### src/rtl/i2c_arbiter.sv
// i2c_arbiter: round-robin sharing of one i2c master among NREQ requesters,
// with a per-phase timeout and registered one-hot grant/done/err pulses.
module i2c_arbiter #(
   parameter int NREQ   = 4,
   parameter int TO_MAX = 1023
) (
   input  logic              clk,
   input  logic              rst,
   input  logic [NREQ-1:0]   req,
   input  logic [7*NREQ-1:0] req_addr,
   input  logic [8*NREQ-1:0] req_data,
   input  logic [NREQ-1:0]   req_rw,
   output logic [NREQ-1:0]   gnt,
   output logic [NREQ-1:0]   done,
   output logic [NREQ-1:0]   err,
   output logic              busy,
   output logic              m_start,
   output logic [6:0]        m_addr,
   output logic [7:0]        m_data,
   output logic              m_rw,
   input  logic              m_ready
);
   localparam int PW = $clog2(NREQ);
   localparam int TW = $clog2(TO_MAX + 1);
   typedef enum logic [1:0] {IDLE, ISSUE, WAIT_DONE} state_t;
   state_t state, state_n;
   logic [PW-1:0] rr_ptr, rr_ptr_n, win, win_n, off, pick;
   logic [PW:0] sum;
   logic [NREQ-1:0] rot, gnt_n, done_n, err_n;
   logic [TW-1:0] to_cnt, to_cnt_n;
   logic m_start_n, m_rw_n, pick_rw, to_hit;
   logic [6:0] m_addr_n, pick_addr;
   logic [7:0] m_data_n, pick_data;
   // rotate so bit 0 is the requester at rr_ptr; the lowest set bit wins
   always_comb begin
      rot = NREQ'({req, req} >> rr_ptr);
      off = '0;
      for (int i = NREQ - 1; i >= 0; i--) if (rot[i]) off = PW'(i);
      sum = {1'b0, rr_ptr} + {1'b0, off};
      pick = (sum >= (PW+1)'(NREQ)) ? PW'(sum - (PW+1)'(NREQ)) : PW'(sum);
      pick_addr = '0;
      pick_data = '0;
      pick_rw = 1'b0;
      for (int i = 0; i < NREQ; i++) if (pick == PW'(i)) begin
         pick_addr = req_addr[7*i +: 7];
         pick_data = req_data[8*i +: 8];
         pick_rw = req_rw[i];
      end
   end
   assign to_hit = to_cnt == TW'(TO_MAX);
   always_comb begin
      state_n = state;
      rr_ptr_n = rr_ptr;
      win_n = win;
      to_cnt_n = (state == IDLE) ? '0 : to_hit ? to_cnt : to_cnt + 1'b1;
      gnt_n = '0;
      done_n = '0;
      err_n = '0;
      m_start_n = m_start;
      m_addr_n = m_addr;
      m_data_n = m_data;
      m_rw_n = m_rw;
      case (state)
         IDLE: if (|req && m_ready) begin
            state_n = ISSUE;
            win_n = pick;
            gnt_n = NREQ'(1) << pick;
            m_start_n = 1'b1;
            m_addr_n = pick_addr;
            m_data_n = pick_data;
            m_rw_n = pick_rw;
            rr_ptr_n = (pick == PW'(NREQ - 1)) ? '0 : pick + 1'b1;
         end
         ISSUE: if (!m_ready) begin
            state_n = WAIT_DONE;
            m_start_n = 1'b0;
            to_cnt_n = '0;
         end else if (to_hit) begin
            state_n = IDLE;
            m_start_n = 1'b0;
            err_n = NREQ'(1) << win;
         end
         WAIT_DONE: if (m_ready) begin
            state_n = IDLE;
            done_n = NREQ'(1) << win;
         end else if (to_hit) begin
            state_n = IDLE;
            err_n = NREQ'(1) << win;
         end
         default: state_n = IDLE;
      endcase
   end
   always_ff @(posedge clk) begin
      if (rst) begin
         state <= IDLE;
         rr_ptr <= '0;
         win <= '0;
         to_cnt <= '0;
         gnt <= '0;
         done <= '0;
         err <= '0;
         busy <= 1'b0;
         m_start <= 1'b0;
         m_addr <= '0;
         m_data <= '0;
         m_rw <= 1'b0;
      end else begin
         state <= state_n;
         rr_ptr <= rr_ptr_n;
         win <= win_n;
         to_cnt <= to_cnt_n;
         gnt <= gnt_n;
         done <= done_n;
         err <= err_n;
         busy <= state_n != IDLE;
         m_start <= m_start_n;
         m_addr <= m_addr_n;
         m_data <= m_data_n;
         m_rw <= m_rw_n;
      end
   end
endmodule

### config.mk
export PLATFORM = sky130hd
export DESIGN_NAME = i2c_arbiter
export DESIGN_NICKNAME = d
export VERILOG_FILES = /design/src/rtl/i2c_arbiter.sv
export SDC_FILE = /design/constraint.sdc
export NUM_CORES = 1
export LEC_CHECK = 0
export ABC_AREA = 0
export CORE_UTILIZATION = 46
export CTS_BUF_LIST = sky130_fd_sc_hd__clkbuf_4 sky130_fd_sc_hd__clkbuf_8
export DETAILED_ROUTE_END_ITERATION = 8
export GPL_TIMING_DRIVEN = 0
export PLACE_DENSITY_LB_ADDON = 0.1
export SLEW_MARGIN = 20
export SYNTH_ARGS = -nofsm -noshare
export SYNTH_HDL_FRONTEND = slang
export SYNTH_SLANG_ARGS = --single-unit
### constraint.sdc
create_clock -name clk -period 4.1 [get_ports clk]
set_clock_uncertainty 0.2 [all_clocks]
set_input_delay 0.82 -clock clk [delete_from_list [all_inputs] [get_ports clk]]
set_output_delay 0.82 -clock clk [all_outputs]
set_load 0.01 [all_outputs]
==> run notes, run 1 <==
run metrics: synthesized area=2660 µm², peak supply drop=0.284 mV, GPL Wtd Cong=0.865, syn_area_per_cell=8.96 µm², Die ar.=6090 µm², ys flop type=dfxtp_1, yosys stat area=2660 µm², Area Overhead vs Synth=45.9%, worst reg-to-reg path cell count=13, FMAX=275 MHz, Residual DRC=0, EDFF count, synth=0, metal2 WL=3500 µm, Final setup viols=0, Final Hold Violation Tally=0, Synth area leader=dfxtp_1, first-pass GRT wire length=11200 µm, DRT Pass-1 Iters=5, crit path to=m_addr[5], FF-to-FF setup slack=0.75 ns, Placement Rows=27, ys cells=297, worst hold start=to_cnt[1], met3 wire len=337 µm, P_leak=0.00147 µW, Critical Path End Type=flip-flop, cell area power density=433 nW/µm², die height=78.0 µm, fin util=70.0%, comb area leader=AND-OR/OR-AND gates, post-layout period usage=88.8%, I/O pins=101, Log Warnings=29, Crit. Startpoint=req[3], initial antenna violation count=0, unrepaired setup endpoints after global routing=no, reg2reg start=rr_ptr[0], Basic Gates by Area=23.3%, R2R Path End=m_addr[5], vias per cell=5.48, M3 GR Usage=5.35%, fillers=487, Most Crowded Layer GR=met2, Slew Viols, Final=0, DP HPWL=5400 µm, Mapped Nets=375, TritonCTS clock tree=done, slew margin rel.=52.9%, Largest type area fraction=34.6%, Max Cap Viol=0, # diodes=0, layout cells sized above 1=12.6%, met2 Track Usage GR=39.4%, initial core utilization=48.0%, Worst Path Arrival=3.65 ns, final cell count without fillers=476, adder share=3.29%, largest net degree at the start of global routing=17, # H-tree levels=2, Final #Nets=481, top cells by count=46 x dfxtp_1, 31 x nor2_1, 23 x nor3_1, yosys warning tally=0, clock slew at reported path FFs=0.09 ns, core area=5540 µm², most common logic cells in the final layout=96 x clkdlybuf4s50_1, 46 x dfxtp_1, 28 x nor2_1, crit-path max FO=9, placed instance count=468, global route overflow=0, kind of critical path=in2reg, M1 wire length=3190 µm, Synth Instances=297, Synth Seq Share=34.6%, DRT iter0 DRCs=118, Routed WL=7110 µm, Async SR Flop Fraction=0%, flops & latches, synth=46, vias in the first global route=2411, Hold Crit Class=reg2reg, die width=78.0 µm, Final min period=3.64 ns, distinct cell type count after synthesis=48, Largest cells by area=dfxtp_1 35%, o31ai_2 7.1%, mux2i_1 6.0%, aoi share=25.1%, cell with the most instances after synthesis=dfxtp_1, required time at the worst-slack endpoint=4.11 ns, CP Launch Type=primary input, worst slew pin tran=0.707 ns, xor/xnor share=2.30%, met1 Track Usage GR=29.1%, Clk Tree Root Cell=clkbuf_8, antenna-violating nets left=0, status=complete, no violations, Hold Path Sink=to_cnt[1], Commonest Layout Cell=clkdlybuf4s50_1, Buffers on Ports=99, worst hold stages=2, Max Used Layer=met4, Mux area share=6.02%, CTS Buffer Depth=2
run 1: through the flow:
step	setup slack [ns]	cell area [µm²]	total power (µW)	hold WS (ns)	TNS [ns]
3_5_place_dp	-0.837	3740	1370	0.274	-10.42
4_1_cts	0.0510	3850	1670	0.287	0
5_1_grt	0.267	3880	1790	0.318	0
2_1_floorplan	0.273	2660	1080	0.244	0
3_3_place_gp	-0.809	3740	1350	0.257	-10.09
6_report	0.457	3880	1680	0.285	0
run 1: report_power, final:
part	total, µW	internal (µW)	switching, µW	leakage, µW
logic	858	424	434	0.00106
registers	534	502	31.9	0.000375
clock network	288	122	166	0.0000408
run 1: layout make-up:
cell class / instances / area [µm²] / area share [%]
Multi-Input combinational cell: 221 / 1630 / 42.0
Timing Repair Buffer: 100 / 1010 / 25.9
Sequential cell: 46 / 921 / 23.7
Buffer: 24 / 121 / 3.13
Tap cell: 72 / 90.1 / 2.32
Clock buffer: 5 / 68.8 / 1.77
Clock inverter: 3 / 23.8 / 0.613
Inverter: 5 / 18.8 / 0.484
run 1: critical path, stage by stage:
cell and delay (ns):
dlymetal6s2s_1 0.21, inv_1 0.09, o311a_1 0.33, o21ai_0 0.22, ha_1 0.23, xnor2_2 0.16
o21a_2 0.24, or2_1 0.17, inv_2 0.08, ha_4 0.20, or3b_2 0.45, nor4bb_1 0.15
o41ai_2 0.28
run 1: state kept, by name (all words and copies together) (netlist names):
register	cells
win	2
m_start	1
rr_ptr	2
state	2
busy	1
gnt	4
err	4
m_rw	1
m_addr	7
m_data	8
done	4
to_cnt	10
run 1: timing repair:
action	in CTS	in global routing
buffers inserted	1	0
setup endpoints to repair	16	11
hold buffers	0	0
pin swaps	1	0
resized	5	7
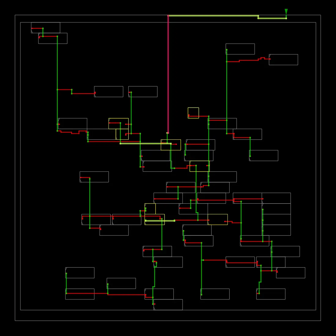
Fig. 1. Clock wiring as the flow saved it (run 1).
CTS sink count: 46
Num CTS Buffers: 5
clkbuf count: 5
sequential cells: 46
clk_lat worst skew: 0.30 ns

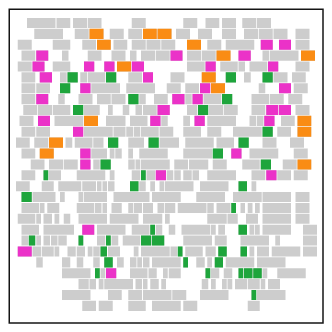
Fig. 2. Logic cells by family (run 1).
(4 px per µm)
- NAND gates: green (cells 42)
- AND-OR and OR-AND gates: magenta (cells 35)
- multiplexers: orange (cells 16)

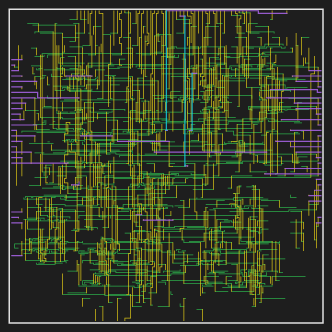
Fig. 3. Wiring by layer (run 1).
(4 px per µm)
- met3: purple (wire length 338 µm)
- met4: cyan (wire length 81.6 µm)
- met2: yellow (wire length 3500 µm)
- met1: green (wire length 3190 µm)
Tot GR Track Use: 23.3%
WL per Instance: 14.9 µm
via count: 2609

## Run 2: what changed since run 1
--- a/config.mk
+++ b/config.mk
@@ -8,6 +8,7 @@
 export ABC_AREA = 0
 export CORE_UTILIZATION = 46
 export CTS_BUF_LIST = sky130_fd_sc_hd__clkbuf_4 sky130_fd_sc_hd__clkbuf_8
+export CTS_CLUSTER_DIAMETER = 30
 export DETAILED_ROUTE_END_ITERATION = 8
 export GPL_TIMING_DRIVEN = 0
 export PLACE_DENSITY_LB_ADDON = 0.1
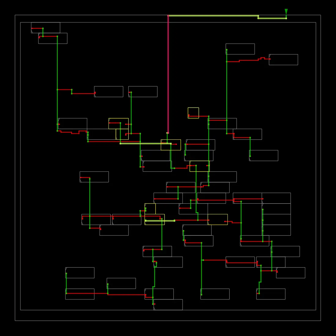
Fig. 4. Clock wiring as the flow saved it (run 2).
P_clk: 288 µW

==> run notes, run 2 <==
run metrics: Hold Path Sink=to_cnt[1], Largest cells by area=dfxtp_1 35%, o31ai_2 7.1%, mux2i_1 6.0%, worst slew pin tran=0.707 ns, global route overflow=0, GPL Wtd Cong=0.865, CTS Buffer Depth=2, Final Hold Violation Tally=0, FF-to-FF setup slack=0.75 ns, Commonest Layout Cell=clkdlybuf4s50_1, Async SR Flop Fraction=0%, Area Overhead vs Synth=45.9%, yosys stat area=2660 µm², critical-path cell list=dlymetal6s2s_1 > inv_1 > o311a_1 > o21ai_0 > ha_1 > xnor2_2 > o21a_2 > or2_1 > inv_2 > ha_4 > or3b_2 > nor4bb_1 > o41ai_2, M3 GR Usage=5.35%, first-pass GRT wire length=11200 µm, Hold Crit Class=reg2reg, max reg flops=10, Slew Viols, Final=0, Final #Nets=481, distinct cell type count after synthesis=48, clk_lat worst skew=0.30 ns, Place WS=-0.837 ns, WL per Instance=14.9 µm, kind of critical path=in2reg, yosys warning tally=0, worst hold stages=2, flops & latches, synth=46, status=complete, no violations, Residual DRC=0, met1 Track Usage GR=29.1%, Synth Seq Share=34.6%, CTS sink count=46, Largest type area fraction=34.6%, worst hold start=to_cnt[1], unrepaired setup endpoints after global routing=no, via count=2609, syn_area_per_cell=8.96 µm², ys cells=297, Clk Tree Root Cell=clkbuf_8, fin util=70.0%, core area=5540 µm², CTS Hold Buffers Added=0, total design power=1680 µW, Final min period=3.64 ns, crit-path max FO=9, Final setup viols=0, initial core utilization=48.0%, DRT Pass-1 Iters=5, crit path to=m_addr[5], Num CTS Buffers=5, sum of negative setup slack=0 ns, Synth Instances=297, die height=78.0 µm, Die ar.=6090 µm², die width=78.0 µm, DRT iter0 DRCs=118, Log Warnings=29, final cell count without fillers=476, FMAX=275 MHz, EDFF count, synth=0, Crit. Startpoint=req[3], cell area power density=433 nW/µm², reg2reg start=rr_ptr[0], largest net degree at the start of global routing=17, CP Launch Type=primary input, DP HPWL=5400 µm, Reg with most FFs=to_cnt, post-layout period usage=88.8%, synthesized area=2660 µm², Most Crowded Layer GR=met2, required time at the worst-slack endpoint=4.11 ns, Max Cap Viol=0, Buffers on Ports=99, fin area=3880 µm², P_leak=0.00147 µW, max incr delay on CP=0.45 ns, antenna-violating nets left=0, placed instance count=468, slowest CP cell=or3b_2, peak supply drop=0.284 mV, vias in the first global route=2411, clock slew at reported path FFs=0.09 ns, vias per cell=5.48, top cells by count=46 x dfxtp_1, 31 x nor2_1, 23 x nor3_1, # H-tree levels=2, Routed WL=7110 µm, Mapped Nets=375, initial antenna violation count=0, layout cells sized above 1=12.6%, Hold Slack=0.285 ns, Tot GR Track Use=23.3%, R2R Path End=m_addr[5], most common logic cells in the final layout=96 x clkdlybuf4s50_1, 46 x dfxtp_1, 28 x nor2_1, Worst Path Arrival=3.65 ns, largest registers=to_cnt x10, m_data x8, m_addr x7, Synth area leader=dfxtp_1, worst reg-to-reg path cell count=13, slew margin rel.=52.9%, I/O pins=101, # diodes=0, met2 Track Usage GR=39.4%, Placed Area=3740 µm², ys flop type=dfxtp_1, cell with the most instances after synthesis=dfxtp_1, Placement Rows=27, Setup WS post-layout=0.457 ns, Critical Path End Type=flip-flop, TritonCTS clock tree=done
-- run 2: cell counts in the layout (fill, tap and decap cells not counted) --
No cell type changed its count.
-- run 2: area by class of cell --
class / instances / area [µm²]
Fill cell: 487 / 1660
Multi-Input combinational cell: 221 / 1630
Timing Repair Buffer: 100 / 1010
Sequential cell: 46 / 921
Buffer: 24 / 121
Tap cell: 72 / 90.1
Clock buffer: 5 / 68.8
Clock inverter: 3 / 23.8
Inverter: 5 / 18.8
-- run 2: worst max-delay path: cells and delay by family --
kind            cells  cell delay [ns]
buf+inv             3             0.38
compound gates      4             1.07
fa+ha+maj           2             0.43
simple gates        3             0.77
xor+xnor            1             0.16
-- run 2: cell families (layout without fill, tap and decap cells) --
kind of cell               after synthesis  count (layout)  synth area share [%]
muxes                                   16              16                  6.02
DFF                                     46              46                  34.6
and+or+nand+nor                        115             115                  23.3
buffers and inverters                   30             137                  5.31
xor gates and xnor gates                 7               7                  2.30
AOI/OAI and AO/OA                       76              76                  25.1
adders and majority gates                7               7                  3.29
-- run 2: power breakdown --
| part | leakage (µW) | switching, µW | total (µW) | internal, µW |
|---|---|---|---|---|
| sequential | 0.000375 | 31.9 | 534 | 502 |
| clock | 0.0000408 | 166 | 288 | 122 |
| combinational | 0.00106 | 434 | 858 | 424 |
| total | 0.00147 | 631 | 1680 | 1050 |
-- run 2: routing by layer --
| layer | share of wire (%) | wire [µm] |
|---|---|---|
| met1 | 45 | 3190 |
| met3 | 4.7 | 337 |
| met4 | 1.1 | 81 |
| met2 | 49 | 3500 |
| met5 | 0 | 0 |
-- run 2: what timing repair did --
action,CTS,global route
gates resized,5,7
endpoints found under the setup margin,16,11
pin swaps,1,0
gates cloned,0,0
endpoints found under the hold margin,0,0
setup buffers,1,0
Power and IR drop assume default switching activity.
